==> src/rtl/poker_dealer.sv <==
// Sequential five-card dealer: draws distinct valid cards from a 16-bit LFSR
// (or an injected test card) and presents them as one hand over valid/ready.
module poker_dealer #(
    parameter logic [15:0] SEED    = 16'hACE1,
    parameter logic [7:0]  MAX_REJ = 8'd255
) (
    input  logic        clk,
    input  logic        rst_n,
    input  logic        start,
    input  logic        seed_load,
    input  logic [15:0] seed,
    input  logic        inj_en,
    input  logic [5:0]  inj_card,
    output logic        busy,
    output logic        hand_valid,
    input  logic        hand_ready,
    output logic [5:0]  o0,
    output logic [5:0]  o1,
    output logic [5:0]  o2,
    output logic [5:0]  o3,
    output logic [5:0]  o4,
    output logic [7:0]  rej_cnt
);

    typedef enum logic [1:0] {IDLE, DRAW, PRESENT} state_t;

    state_t      r_state;
    logic [15:0] r_lfsr;
    logic [2:0]  r_count;
    logic [5:0]  r_slot [0:4];
    logic [7:0]  r_rej;
    logic        r_busy;
    logic        r_valid;

    logic [5:0]  w_cand;
    logic        w_rank_ok;
    logic        w_dup;
    logic        w_accept;
    logic        w_feedback;

    // Only slots already filled this hand take part in the duplicate check.
    always_comb begin
        w_cand     = inj_en ? inj_card : {r_lfsr[5:4], r_lfsr[11:8]};
        w_rank_ok  = (w_cand[3:0] >= 4'd1) && (w_cand[3:0] <= 4'd13);
        w_feedback = r_lfsr[15] ^ r_lfsr[13] ^ r_lfsr[12] ^ r_lfsr[10];
        w_dup      = 1'b0;
        for (int i = 0; i < 5; i++) begin
            if ((3'(i) < r_count) && (r_slot[i] == w_cand)) begin
                w_dup = 1'b1;
            end
        end
        w_accept = w_rank_ok && !w_dup;
    end

    always_ff @(posedge clk or negedge rst_n) begin
        if (!rst_n) begin
            r_state <= IDLE;
            r_lfsr  <= SEED;
            r_count <= 3'd0;
            r_rej   <= 8'd0;
            r_busy  <= 1'b0;
            r_valid <= 1'b0;
            for (int i = 0; i < 5; i++) begin
                r_slot[i] <= 6'd0;
            end
        end else begin
            case (r_state)
                IDLE: begin
                    if (seed_load) begin
                        r_lfsr <= (seed == 16'd0) ? SEED : seed;
                    end
                    if (start) begin
                        r_state <= DRAW;
                        r_busy  <= 1'b1;
                        r_count <= 3'd0;
                        r_rej   <= 8'd0;
                        for (int i = 0; i < 5; i++) begin
                            r_slot[i] <= 6'd0;
                        end
                    end
                end
                DRAW: begin
                    r_lfsr <= {r_lfsr[14:0], w_feedback};
                    if (w_accept) begin
                        r_slot[r_count] <= w_cand;
                        r_count         <= r_count + 3'd1;
                        if (r_count == 3'd4) begin
                            r_state <= PRESENT;
                        end
                    end else if (r_rej != MAX_REJ) begin
                        r_rej <= r_rej + 8'd1;
                    end
                end
                PRESENT: begin
                    // First PRESENT cycle raises valid; ready only counts once valid is seen.
                    if (r_valid && hand_ready) begin
                        r_state <= IDLE;
                        r_valid <= 1'b0;
                        r_busy  <= 1'b0;
                    end else begin
                        r_valid <= 1'b1;
                    end
                end
                default: begin
                    r_state <= IDLE;
                    r_busy  <= 1'b0;
                    r_valid <= 1'b0;
                end
            endcase
        end
    end

    assign busy       = r_busy;
    assign hand_valid = r_valid;
    assign o0         = r_slot[0];
    assign o1         = r_slot[1];
    assign o2         = r_slot[2];
    assign o3         = r_slot[3];
    assign o4         = r_slot[4];
    assign rej_cnt    = r_rej;

endmodule
==> config.mk <==
export PLATFORM = sky130hd
export DESIGN_NAME = poker_dealer
export DESIGN_NICKNAME = d
export VERILOG_FILES = /design/src/rtl/poker_dealer.sv
export SDC_FILE = /design/constraint.sdc
export NUM_CORES = 1
export LEC_CHECK = 0
export ABC_AREA = 1
export CAP_MARGIN = 20
export CORE_MARGIN = 2
export CORE_UTILIZATION = 45
export CTS_CLUSTER_SIZE = 14
export DETAILED_ROUTE_END_ITERATION = 12
export PLACE_DENSITY = 0.79
export SYNTH_ARGS = -nofsm -noshare
export SYNTH_HDL_FRONTEND = slang
export SYNTH_SLANG_ARGS = --single-unit
==> constraint.sdc <==
create_clock -name clk -period 3.9 [get_ports clk]
set_input_delay 0.39 -clock clk [delete_from_list [all_inputs] [get_ports clk]]
set_output_delay 0.39 -clock clk [all_outputs]
set_load 0.02 [all_outputs]
**Met3 routing**

The bar under the picture is 20 um long.
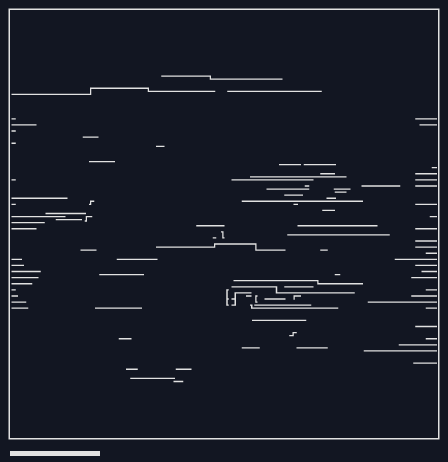
nets with wire on the layer: 82
wire length on this layer: 711 um
share of all routed wire: 7.0%
main direction: horizontal
via count: 3744
final wirelength: 10200 um
met3 Use GR: 0.0482

**Cells colored by class**

Fill, decap, tap and diode cells in gray.
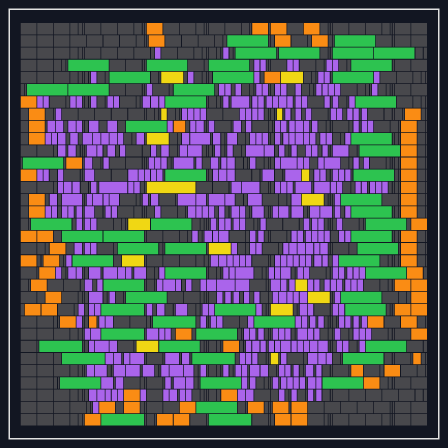
| color | class | cells |
|---|---|---|
| purple | remaining logic cells | 470 |
| green | registers | 61 |
| yellow | clock drivers and dummy loads | 16 |
| orange | remaining buffers and delay cells | 70 |
row count: 33
Seq area share: 0.327

==> out/metrics.cfg <==
[outcome]
status = complete, no violations

[power]
power_frac_comb = 0.502

[logic_synthesis]
synthCells = 541
synth.distinct_cells = 33
syn-cell-area_um2 = 3750
yosysSeqAreaShare = 0.410

[worst_setup_path]
crit_path_end_kind = flip-flop

[cts]
hold_buffers = 0
clock_sinks = 61
clockBufferDepth = 2

[finish]
most-common-layout-cells = nand2_1, clkdlybuf4s50_1, inv_1
lay_top_count = nand2_1
utilization = 0.578

[placement]
place_hpwl_um = 7760
place_area_um2 = 4500

[sta]
rsz0062_at_grt = no
hold_viol_final = 0
fmaxAchievable_mhz = 319

[grt]
grt_pass1_wl_um = 17000
grt.total_usage = 0.245

[drt]
drt.antenna.violating_nets = 0

[floorplanning]
io_pins = 68

**Metal 2**

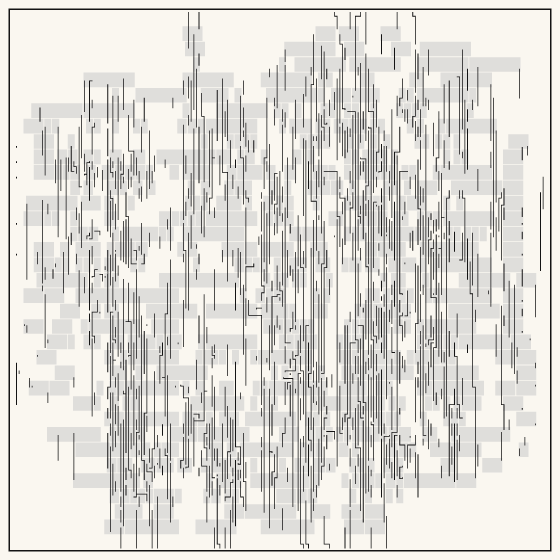
main direction: vertical
nets with wire on the layer: 499
share of all routed wire: 48%
longest straight run: 48.8 um
M2 GR Usage: 0.411

## cells in the mapped netlist
master and n:
nor2_1 49, dfrtp_1 53, o22ai_1 1, o21ai_0 20, o31ai_1 1, xnor2_1 4, o221ai_1 4, o21ai_1 2
ha_1 3, a21oi_1 9, nand2_2 9, o211ai_1 2, nand3_4 1, nand3_2 1, clkbuf_1 7, or2_2 3
nor3_1 8, nand2_4 6, xor2_1 1, nand3b_1 3, inv_1 62, inv_2 1, buf_6 3, nor2_2 4
dfstp_2 8, clkinv_1 1, nor3_2 6, nand3_1 31, a22oi_1 8, nor4_1 1, o311ai_0 1, nand4_1 10
nand2_1 218
## area by class of cell
| type | count | area, um^2 | area share |
|---|---|---|---|
| tap | 105 | 131 | 0.0280 |
| clock inverter | 4 | 47.5 | 0.0101 |
| clock buffer | 12 | 145 | 0.0309 |
| sequential | 61 | 1540 | 0.327 |
| timing repair buffer | 70 | 686 | 0.146 |
| inverter | 64 | 240 | 0.0511 |
| multi-input combinational | 406 | 1910 | 0.407 |
## logic make-up (layout without fill, tap and decap cells)
group / count (synthesis) / after routing / share of synthesized area
AOI/OAI and AO/OA: 48 / 48 / 0.0767
buffers and inverters: 74 / 150 / 0.0801
adders and majority gates: 3 / 3 / 0.0100
DFF: 61 / 61 / 0.410
and+or+nand+nor: 350 / 350 / 0.412
xor gates and xnor gates: 5 / 5 / 0.0117
## state kept, by name (all words and copies together) (netlist names)
register / flops
busy: 1
r_state: 2
hand_valid: 1
o3: 6
r_lfsr: 16
o2: 6
r_count: 3
o4: 6
o0: 6
rej_cnt: 8
o1: 6
## power groups by stage
stage / combinational (W) / sequential (W) / clock, W
floorplan: 0.00104 / 0.00115 / 0
global placement: 0.00162 / 0.00108 / 0
detailed placement: 0.00166 / 0.00109 / 0
CTS: 0.00166 / 0.00108 / 0.000568
global route: 0.00187 / 0.00111 / 0.000596
finish: 0.00166 / 0.00109 / 0.000557
## metal layers
metal / up-vias / track usage / wire [um]
met5: - / 0 / 0
met4: 0 / 0.0833 / 168
met3: 18 / 0.0482 / 711
met2: 151 / 0.411 / 4890
met1: 1724 / 0.317 / 4440
li1: 1851 / - / -
## worst max-delay path, cell delays in order
cell and delay [ps]:
clkdlybuf4s50_1 740, inv_2 210, nand2_1 200, nand2_1 220
nor2_1 150, nor2_1 60, nand2_1 60, nor2_1 50
nor2_2 130, nand4_1 480, nand2_4 400, nand2_4 110
nand2_1 80, nand2_1 50
## final timing paths
path                       cells after the start                    end  slack [ps]             startpoint
max                                           14      o4[5]$_DFFE_PN0P_         760                 inj_en
min reg2reg                                    2  r_lfsr[0]$_DFFE_PN1P_         490  r_lfsr[0]$_DFFE_PN1P_
max in group asynchronous                      2  r_lfsr[6]$_DFFE_PN1P_        2990                  rst_n
max reg2reg                                   14      o4[5]$_DFFE_PN0P_        1320  r_lfsr[8]$_DFFE_PN0P_
min in group clk                               2  r_lfsr[0]$_DFFE_PN1P_         490  r_lfsr[0]$_DFFE_PN1P_
min                                            1      o3[2]$_DFFE_PN0P_          10                  rst_n
Power figures rest on the tool's default switching activity, not on a simulated workload.
